$ cat config.mk
export PLATFORM = sky130hd
export DESIGN_NAME = wavelet_sample_driver
export DESIGN_NICKNAME = d
export VERILOG_FILES = /design/src/rtl/wavelet_sample_driver.sv
export SDC_FILE = /design/constraint.sdc
export NUM_CORES = 1
export LEC_CHECK = 0
export CAP_MARGIN = 20
export CORE_ASPECT_RATIO = 1.75
export CORE_MARGIN = 2
export CORE_UTILIZATION = 55
export DETAILED_ROUTE_END_ITERATION = 10
export GPL_TIMING_DRIVEN = 0
export PLACE_DENSITY = 0.78
export SLEW_MARGIN = 20
export SYNTH_ARGS = -nofsm -noshare
export SYNTH_HDL_FRONTEND = slang
export SYNTH_SLANG_ARGS = --single-unit
$ cat constraint.sdc
create_clock -name clk -period 5.3 [get_ports clk]
set_input_delay 1.325 -clock clk [delete_from_list [all_inputs] [get_ports clk]]
set_output_delay 1.325 -clock clk [all_outputs]
set_load 0.02 [all_outputs]
$ cat src/rtl/wavelet_sample_driver.sv
// wavelet_sample_driver
//   Buffers signed samples in a small FIFO and replays them as a paced
//   (o_value, o_data_clk) stream for the wavelet core's i_value/i_data_clk.
//   Every sample period runs one SETUP cycle, STROBE_CYCLES HIGH cycles, and
//   then LOW cycles. Consecutive strobe rises are eff_period clocks apart.
//   o_value changes only on entry to SETUP, so it is settled at least one
//   clock before each strobe rise.
//   Build option: define DRIVER_ZERO_FILL_EN to keep strobing with zero
//   samples after an underrun. Left undefined, the driver idles until the
//   next push.
module wavelet_sample_driver #(
  parameter int BITS_PER_ELEM = 8,
  parameter int FIFO_DEPTH    = 4,
  parameter int STROBE_CYCLES = 2,
  parameter int PERIOD_BITS   = 16
) (
  input  logic                            clk,
  input  logic                            rst_n,
  input  logic signed [BITS_PER_ELEM-1:0] i_sample,
  input  logic                            i_sample_valid,
  output logic                            o_sample_ready,
  input  logic [PERIOD_BITS-1:0]          i_period,
  input  logic                            i_clear,
  output logic signed [BITS_PER_ELEM-1:0] o_value,
  output logic                            o_data_clk,
  output logic                            o_busy,
  output logic [$clog2(FIFO_DEPTH):0]     o_fifo_level,
  output logic                            o_underrun
);

  localparam int AW = $clog2(FIFO_DEPTH);
  localparam int LW = AW + 1;
  localparam logic [PERIOD_BITS-1:0] P_ONE      = PERIOD_BITS'(1);
  localparam logic [PERIOD_BITS-1:0] P_STROBE   = PERIOD_BITS'(STROBE_CYCLES);
  localparam logic [PERIOD_BITS-1:0] MIN_PERIOD = PERIOD_BITS'(STROBE_CYCLES + 2);
  localparam logic [LW-1:0]          L_FULL     = LW'(FIFO_DEPTH);

  typedef enum logic [1:0] {
    ST_IDLE  = 2'd0,
    ST_SETUP = 2'd1,
    ST_HIGH  = 2'd2,
    ST_LOW   = 2'd3
  } state_t;

  state_t state_q, state_d;

  logic signed [BITS_PER_ELEM-1:0] mem [FIFO_DEPTH];
  logic [AW-1:0]          wr_ptr_q, rd_ptr_q;
  logic [LW-1:0]          level_q, level_d;
  logic                   ready_q;
  logic                   push, pop, fill;

  logic [PERIOD_BITS-1:0] cnt_q, cnt_d;
  logic [PERIOD_BITS-1:0] eff_q, eff_d;
  logic signed [BITS_PER_ELEM-1:0] value_q, value_d;
  logic                   dclk_q, busy_q, under_q;
  logic                   under_set;

  assign push = i_sample_valid & ready_q;

  // Next-state logic. Work attributed to SETUP (pop, value load, period
  // latch) is performed on the edge that enters SETUP. The new value is
  // therefore on o_value for the whole SETUP cycle, before the strobe rises.
  always_comb begin
    state_d   = state_q;
    cnt_d     = cnt_q;
    eff_d     = eff_q;
    value_d   = value_q;
    pop       = 1'b0;
    fill      = 1'b0;
    under_set = 1'b0;
    unique case (state_q)
      ST_IDLE: begin
        if (level_q != '0) begin
          state_d = ST_SETUP;
          pop     = 1'b1;
        end
      end
      ST_SETUP: begin
        state_d = ST_HIGH;
        cnt_d   = P_ONE;
      end
      ST_HIGH: begin
        cnt_d = cnt_q + P_ONE;
        if (cnt_q == P_STROBE) state_d = ST_LOW;
      end
      ST_LOW: begin
        cnt_d = cnt_q + P_ONE;
        if (cnt_q == eff_q - P_ONE) begin
          if (level_q != '0) begin
            state_d = ST_SETUP;
            pop     = 1'b1;
          end else begin
            under_set = 1'b1;
`ifdef DRIVER_ZERO_FILL_EN
            state_d = ST_SETUP;
            fill    = 1'b1;
`else
            state_d = ST_IDLE;
`endif
          end
        end
      end
      default: state_d = ST_IDLE;
    endcase
    if (pop || fill) begin
      eff_d   = (i_period < MIN_PERIOD) ? MIN_PERIOD : i_period;
      value_d = pop ? mem[rd_ptr_q] : '0;
    end
  end

  assign level_d = level_q + LW'(push) - LW'(pop);

  // Sample storage. It has no reset: the pointers define which entries are valid.
  always_ff @(posedge clk) begin
    if (push) mem[wr_ptr_q] <= i_sample;
  end

  // FIFO pointers, occupancy and the registered ready flag.
  always_ff @(posedge clk) begin
    if (!rst_n) begin
      wr_ptr_q <= '0;
      rd_ptr_q <= '0;
      level_q  <= '0;
      ready_q  <= 1'b0;
    end else begin
      if (push) wr_ptr_q <= wr_ptr_q + AW'(1);
      if (pop)  rd_ptr_q <= rd_ptr_q + AW'(1);
      level_q <= level_d;
      ready_q <= (level_d != L_FULL);
    end
  end

  // FSM state, period counter and latched effective period.
  always_ff @(posedge clk) begin
    if (!rst_n) begin
      state_q <= ST_IDLE;
      cnt_q   <= '0;
      eff_q   <= MIN_PERIOD;
    end else begin
      state_q <= state_d;
      cnt_q   <= cnt_d;
      eff_q   <= eff_d;
    end
  end

  // Registered outputs. They are derived from the next state, so each output
  // is in step with the state it describes. A set and a clear of the
  // underrun flag in the same cycle leaves the flag set.
  always_ff @(posedge clk) begin
    if (!rst_n) begin
      value_q <= '0;
      dclk_q  <= 1'b0;
      busy_q  <= 1'b0;
      under_q <= 1'b0;
    end else begin
      value_q <= value_d;
      dclk_q  <= (state_d == ST_HIGH);
      busy_q  <= (state_d != ST_IDLE);
      under_q <= under_set | (under_q & ~i_clear);
    end
  end

  assign o_sample_ready = ready_q;
  assign o_value        = value_q;
  assign o_data_clk     = dclk_q;
  assign o_busy         = busy_q;
  assign o_fifo_level   = level_q;
  assign o_underrun     = under_q;

endmodule

==> out/results.ini, run 1 <==
[outcome]
status=completed

[final_timing]
final-setup-viol-count=0
period_needed_ns=4.619
drv_slew=0
relSlewSlack_pct=37.45
tns_ns=0
worstMarginPinSlew_ns=0.9303

[synth]
common_cells=dfxtp_1, o21ai_0, edfxtp_1
mux_share_pct=5.335
syn_inst=406
logic_family=simple AND/OR/NAND/NOR gates
synth-edff-count=32
aoi_share_pct=13.53
synthDistinctLibCells=55
syn_area_per_cell_um2=10.23
ys_warn_count=0
ys_seq_share_pct=48.70
synth_top_cell_by_area=dfxtp_1
ys_area_mm2=0.004151
synth_top_flop_cell=dfxtp_1
adder_share_pct=4.099
ys_cells=406

[setup_path]
critPathMaxFanout=8
slowest_delay_ns=0.53
r2r_setup_slack_ns=0.68
cp_num_cells=19
crit_path_end=o_sample_ready
crit_family=simple AND/OR/NAND/NOR gates
cp_cell_sequence=inv_1, ha_1, or4b_1, clkbuf_1, or4_1, nor3_1, o211ai_1, o41ai_4, nand2_1, inv_1, ha_1, inv_1, ha_1, inv_1, fa_1, xor2_1, xnor2_1, nor3b_1, nor2_1

[layout]
drive_gt1_share_pct=8.836
final-clk-cell-share_pct=6.547
fin_nets=500
largest_register_ff_count=32
buf_share_pct=10.39
num-multi-input-gates=281
top_area_cell_class=flip-flops and latches
nClkBuffers=9
logic_area_mm2=0.001966
signal_buffers=65
comb_share_pct=39.26
layout_top_cells=dfxtp_1, clkdlybuf4s50_1, o21ai_0
nFillCells=554

[route]
route.detailed.wl_per_inst_um=17.45
dr.first_iter.drc_count=207
wl_met3_um=409
wl_met1_mm=3.612
viasPerCell=5.989
highest_layer=met4
routed-wl-met2_mm=5.347
drc_errors=0
routed_wl_mm=9.595
vias=3294

[global_route]
grt_pass1_wl_mm=15.90
use_met3_pct=5.584
grt_max_degree=17
busiest_layer=met2
grt-ovfl-total=0
use_met1_pct=25.60
use_met2_pct=46.57

[clock_network]
clk_pin_slew_ns=0.06
cts_setup_buffers=0
cts_num_sinks=85
cts_hold_buf=0
cts-root-buf=clkbuf_16

[min_path]
hold_start=o_value[0]
min_to=o_value[0]
hold_path_class=register to register

[job]
warnings=32
maxCapViolations=0

[floorplan]
die_x_um=69.68
fp.dieH_um=118.9
pin_count=43
fp_util_pct=56.99

[power_and_ir_drop]
powerDensity_mw_per_mm2=556.4

[placed_design]
place_congestion=0.9198
hpwl_mm=7.053

[run 1: per-stage QoR]
step / utilization (%) / setup WS, ns / instance area [µm²] / std cells
2_1_floorplan: - / 1.212 / 4151 / 406
3_3_place_gp: 64.24 / 0.7650 / 4679 / 534
3_5_place_dp: 64.24 / 0.7259 / 4679 / 534
4_1_cts: 68.74 / 0.6345 / 5007 / 550
5_1_grt: 68.74 / 0.3874 / 5007 / 550
6_report: 68.74 / 0.6808 / 5007 / 550
[run 1: power by group]
| group | switching, W | total, W | internal [W] |
|---|---|---|---|
| Sequential | 0.000106 | 0.000915 | 0.000808 |
| Clock | 0.000271 | 0.000690 | 0.000419 |
| Combinational | 0.000705 | 0.00118 | 0.000476 |
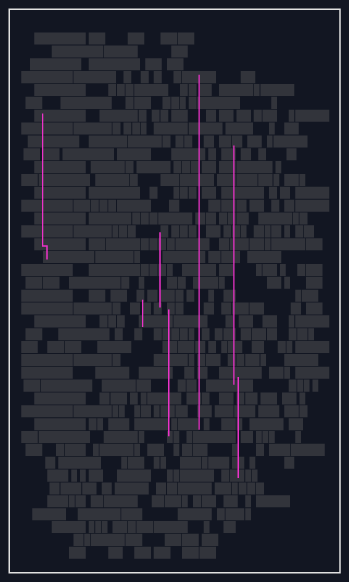
(run_1/m4.png)
Cells faint in the background.
share of all routed wire = 2.4%
nets with wire on the layer = 7

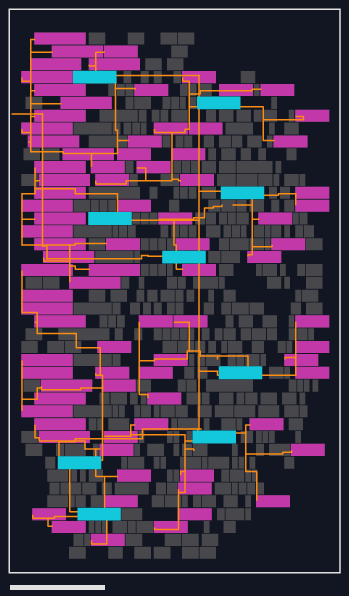
(run_1/clock_wires.png)
The bar under the picture is 20 µm long.
magenta -> flip-flops  # count 85
orange -> clock wires  # length 949 µm
cyan -> clock-net drivers  # count 9
flops lie = spread over the die
routed clock nets = 10
final clock skew: 0.007568 ns
Clock group: 0.000690 W
Clk pwr share: 24.8%
Worst-Skew Late Latency: 0.34 ns

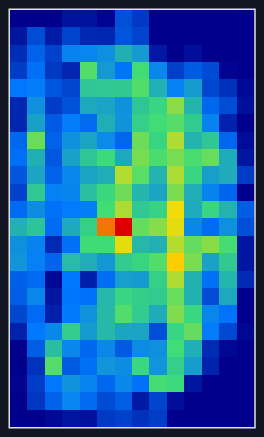
(run_1/route_heat.png)
The die is cut into 14 by 24 equal tiles; dark blue is low, red is high, scaled to the fullest tile. Values are wire area over tile area, all layers added.
emptiest ninth of the die = top right
densest ninth of the die = middle
nearly empty tiles = 16%

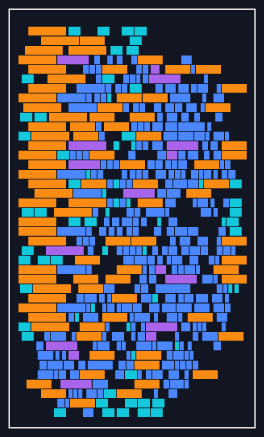
(run_1/class_map.png)
purple -> clock drivers and dummy loads  # cells 16, share of their area 6.7%
orange -> registers  # cells 85, share of their area 41%
blue -> remaining logic cells  # cells 298, share of their area 41%
cyan -> remaining buffers and delay cells  # cells 65, share of their area 11%
FP Rows: 41
fin util: 68.74%
core box area: 0.007284 mm²
Seq area share: 40.38%

==> run_1/clock_nets.png <==
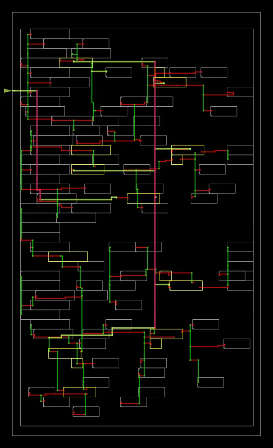

--- run 2 (diff from run 1) ---
CORE_UTILIZATION = 30   (was 55)
CTS_CLUSTER_DIAMETER = 120   (was not set)
PLACE_DENSITY = not set   (was 0.78)
SKIP_LAST_GASP = 1   (was not set)
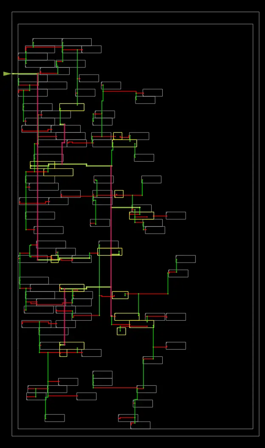
(run_2/clock_nets.png)
total CTS buffers: 9
final clock skew: 0.005592 ns
Clock group: 0.000643 W
clock buffers: 9
FF+latch count: 85

==> run 2 against run 1 <==
Effect of this change: flip-flop count did not move; first-iteration DRC count fell by 16%; combinational power barely moved; critical path type unchanged; cell area rose by 1.9%; total power fell by 1.6%; critical path depth did not move; maximum frequency fell by 3.1%; register-to-register slack got worse by 0.15 ns.
==> out/results.ini, run 2 <==
[placed_design]
dpl_worst_slack_ns=0.6025  ; was 0.7259 ns
place_congestion=0.8253  ; was 0.9198
dpl-instance-area_mm2=0.004790  ; was 0.004679 mm²
dp.cells=622  ; was 534

[floorplan]
die_x_um=92.93  ; was 69.68 µm
fp_util_pct=30.86  ; was 56.99%
fp.dieH_um=159.6  ; was 118.9 µm
num_rows=56  ; was 41
core_area_mm2=0.01345  ; was 0.007284 mm²
pin_count=43  ; unchanged

[route]
route.detailed.wl_per_inst_um=15.74  ; was 17.45 µm
dr.first_iter.drc_count=174  ; was 207
vias=3277  ; was 3294
drc_errors=0  ; unchanged
viasPerCell=5.136  ; was 5.989

[clock_network]
cts_num_sinks=85  ; unchanged
clk_latency_ns=0.34  ; about the same
clk_pin_slew_ns=0.07  ; was 0.06 ns
cts-root-buf=clkbuf_16  ; unchanged
cts_hold_buf=0  ; unchanged
cts_setup_buffers=0  ; unchanged
cts_tree=done  ; unchanged

[synth]
aoi_share_pct=13.53  ; unchanged
synth-edff-count=32  ; unchanged
adder_share_pct=4.099  ; unchanged
mux_share_pct=5.335  ; unchanged
logic_family=simple AND/OR/NAND/NOR gates  ; unchanged
syn_area_per_cell_um2=10.23  ; unchanged
ys_seq_share_pct=48.70  ; unchanged
common_cells=dfxtp_1, o21ai_0, edfxtp_1  ; unchanged
synth_top_cell_by_area=dfxtp_1  ; unchanged
synthDistinctLibCells=55  ; unchanged
ys_cells=406  ; unchanged
syn_inst=406  ; unchanged

[power_and_ir_drop]
p_seq_share_pct=33.4  ; was 32.8%
clkPwrFrac_pct=23.4  ; was 24.8%
powerDensity_mw_per_mm2=537.6  ; was 556.4 mW/mm²
power.internal_w=0.001654  ; was 0.001704 W
power_leader=combinational logic  ; unchanged
swShare_pct=39.71  ; was 38.85%
combinationalPower_w=0.00118  ; about the same
seq_power_w=0.000915  ; about the same
power.switching_w=0.001089  ; was 0.001082 W

[job]
warnings=32  ; unchanged
maxCapViolations=0  ; unchanged

[layout]
fin_area_mm2=0.005102  ; was 0.005007 mm²
largest_register_ff_count=32  ; unchanged
drive_gt1_share_pct=8.836  ; unchanged
postLayoutCoreUtil_pct=37.93  ; was 68.74%
nFillCells=1345  ; was 554
layout_top_cells=dfxtp_1, clkdlybuf4s50_1, o21ai_0  ; unchanged
fin_cells=638  ; was 550
fin_nets=500  ; unchanged
logic_area_mm2=0.001966  ; unchanged

[setup_path]
cp_cell_sequence=inv_1, ha_1, or4b_1, clkbuf_1, or4_1, nor3_1, o211ai_1, o41ai_4, nand2_1, inv_1, ha_1, inv_1, ha_1, inv_1, fa_1, xor2_1, xnor2_1, nor3b_1, nor2_1  ; unchanged
r2r_setup_slack_ns=0.53  ; was 0.68 ns
crit_family=simple AND/OR/NAND/NOR gates  ; unchanged
cp_num_cells=19  ; unchanged
crit_path_end=o_sample_ready  ; unchanged

[global_route]
grt-ovfl-total=0  ; unchanged
grt_pass1_wl_mm=16.46  ; was 15.90 mm
grt_max_degree=17  ; unchanged

[final_timing]
timing.final.ws_setup_ns=0.5340  ; was 0.6808 ns
period_needed_ns=4.766  ; was 4.619 ns
final-setup-viol-count=0  ; unchanged
relSlewSlack_pct=45.09  ; was 37.45%
worstMarginPinSlew_ns=0.8166  ; was 0.9303 ns

[min_path]
min_to=o_value[6]  ; was o_value[0]
hold_start=o_value[6]  ; was o_value[0]
hold_path_class=register to register  ; unchanged

[outcome]
status=completed  ; unchanged

[run 2: cell counts after synthesis]
Identical to the previous run, type by type.
[run 2: final cells by class]
cell class,count,area share (%)
clock buffers,9,4.414
well taps,174,4.267
multi-input cells,281,38.52
plain buffers,23,1.962
inverters,17,1.251
flip-flops and latches,85,39.63
repair buffers,42,8.239
clock inverters,7,1.717
[run 2: logic make-up (layout without fill, tap and decap cells)]
family / count (synthesis) / in the layout
fa+ha+maj: 13 / 13
simple gates: 139 / 139
compound gates: 88 / 88
flops: 85 / 85
mux: 12 / 12
buf+inv: 40 / 98
xor+xnor: 29 / 29
[run 2: routing by layer]
layer	GRT usage [%]	wire length (µm)	vias to the layer above
met4	8.824	424	0
met2	27.47	5781	84
met5	0	0	-
li1	-	-	1610
met3	2.075	282	25
met1	13.49	3553	1558
Power is estimated from default activity; no workload was simulated.
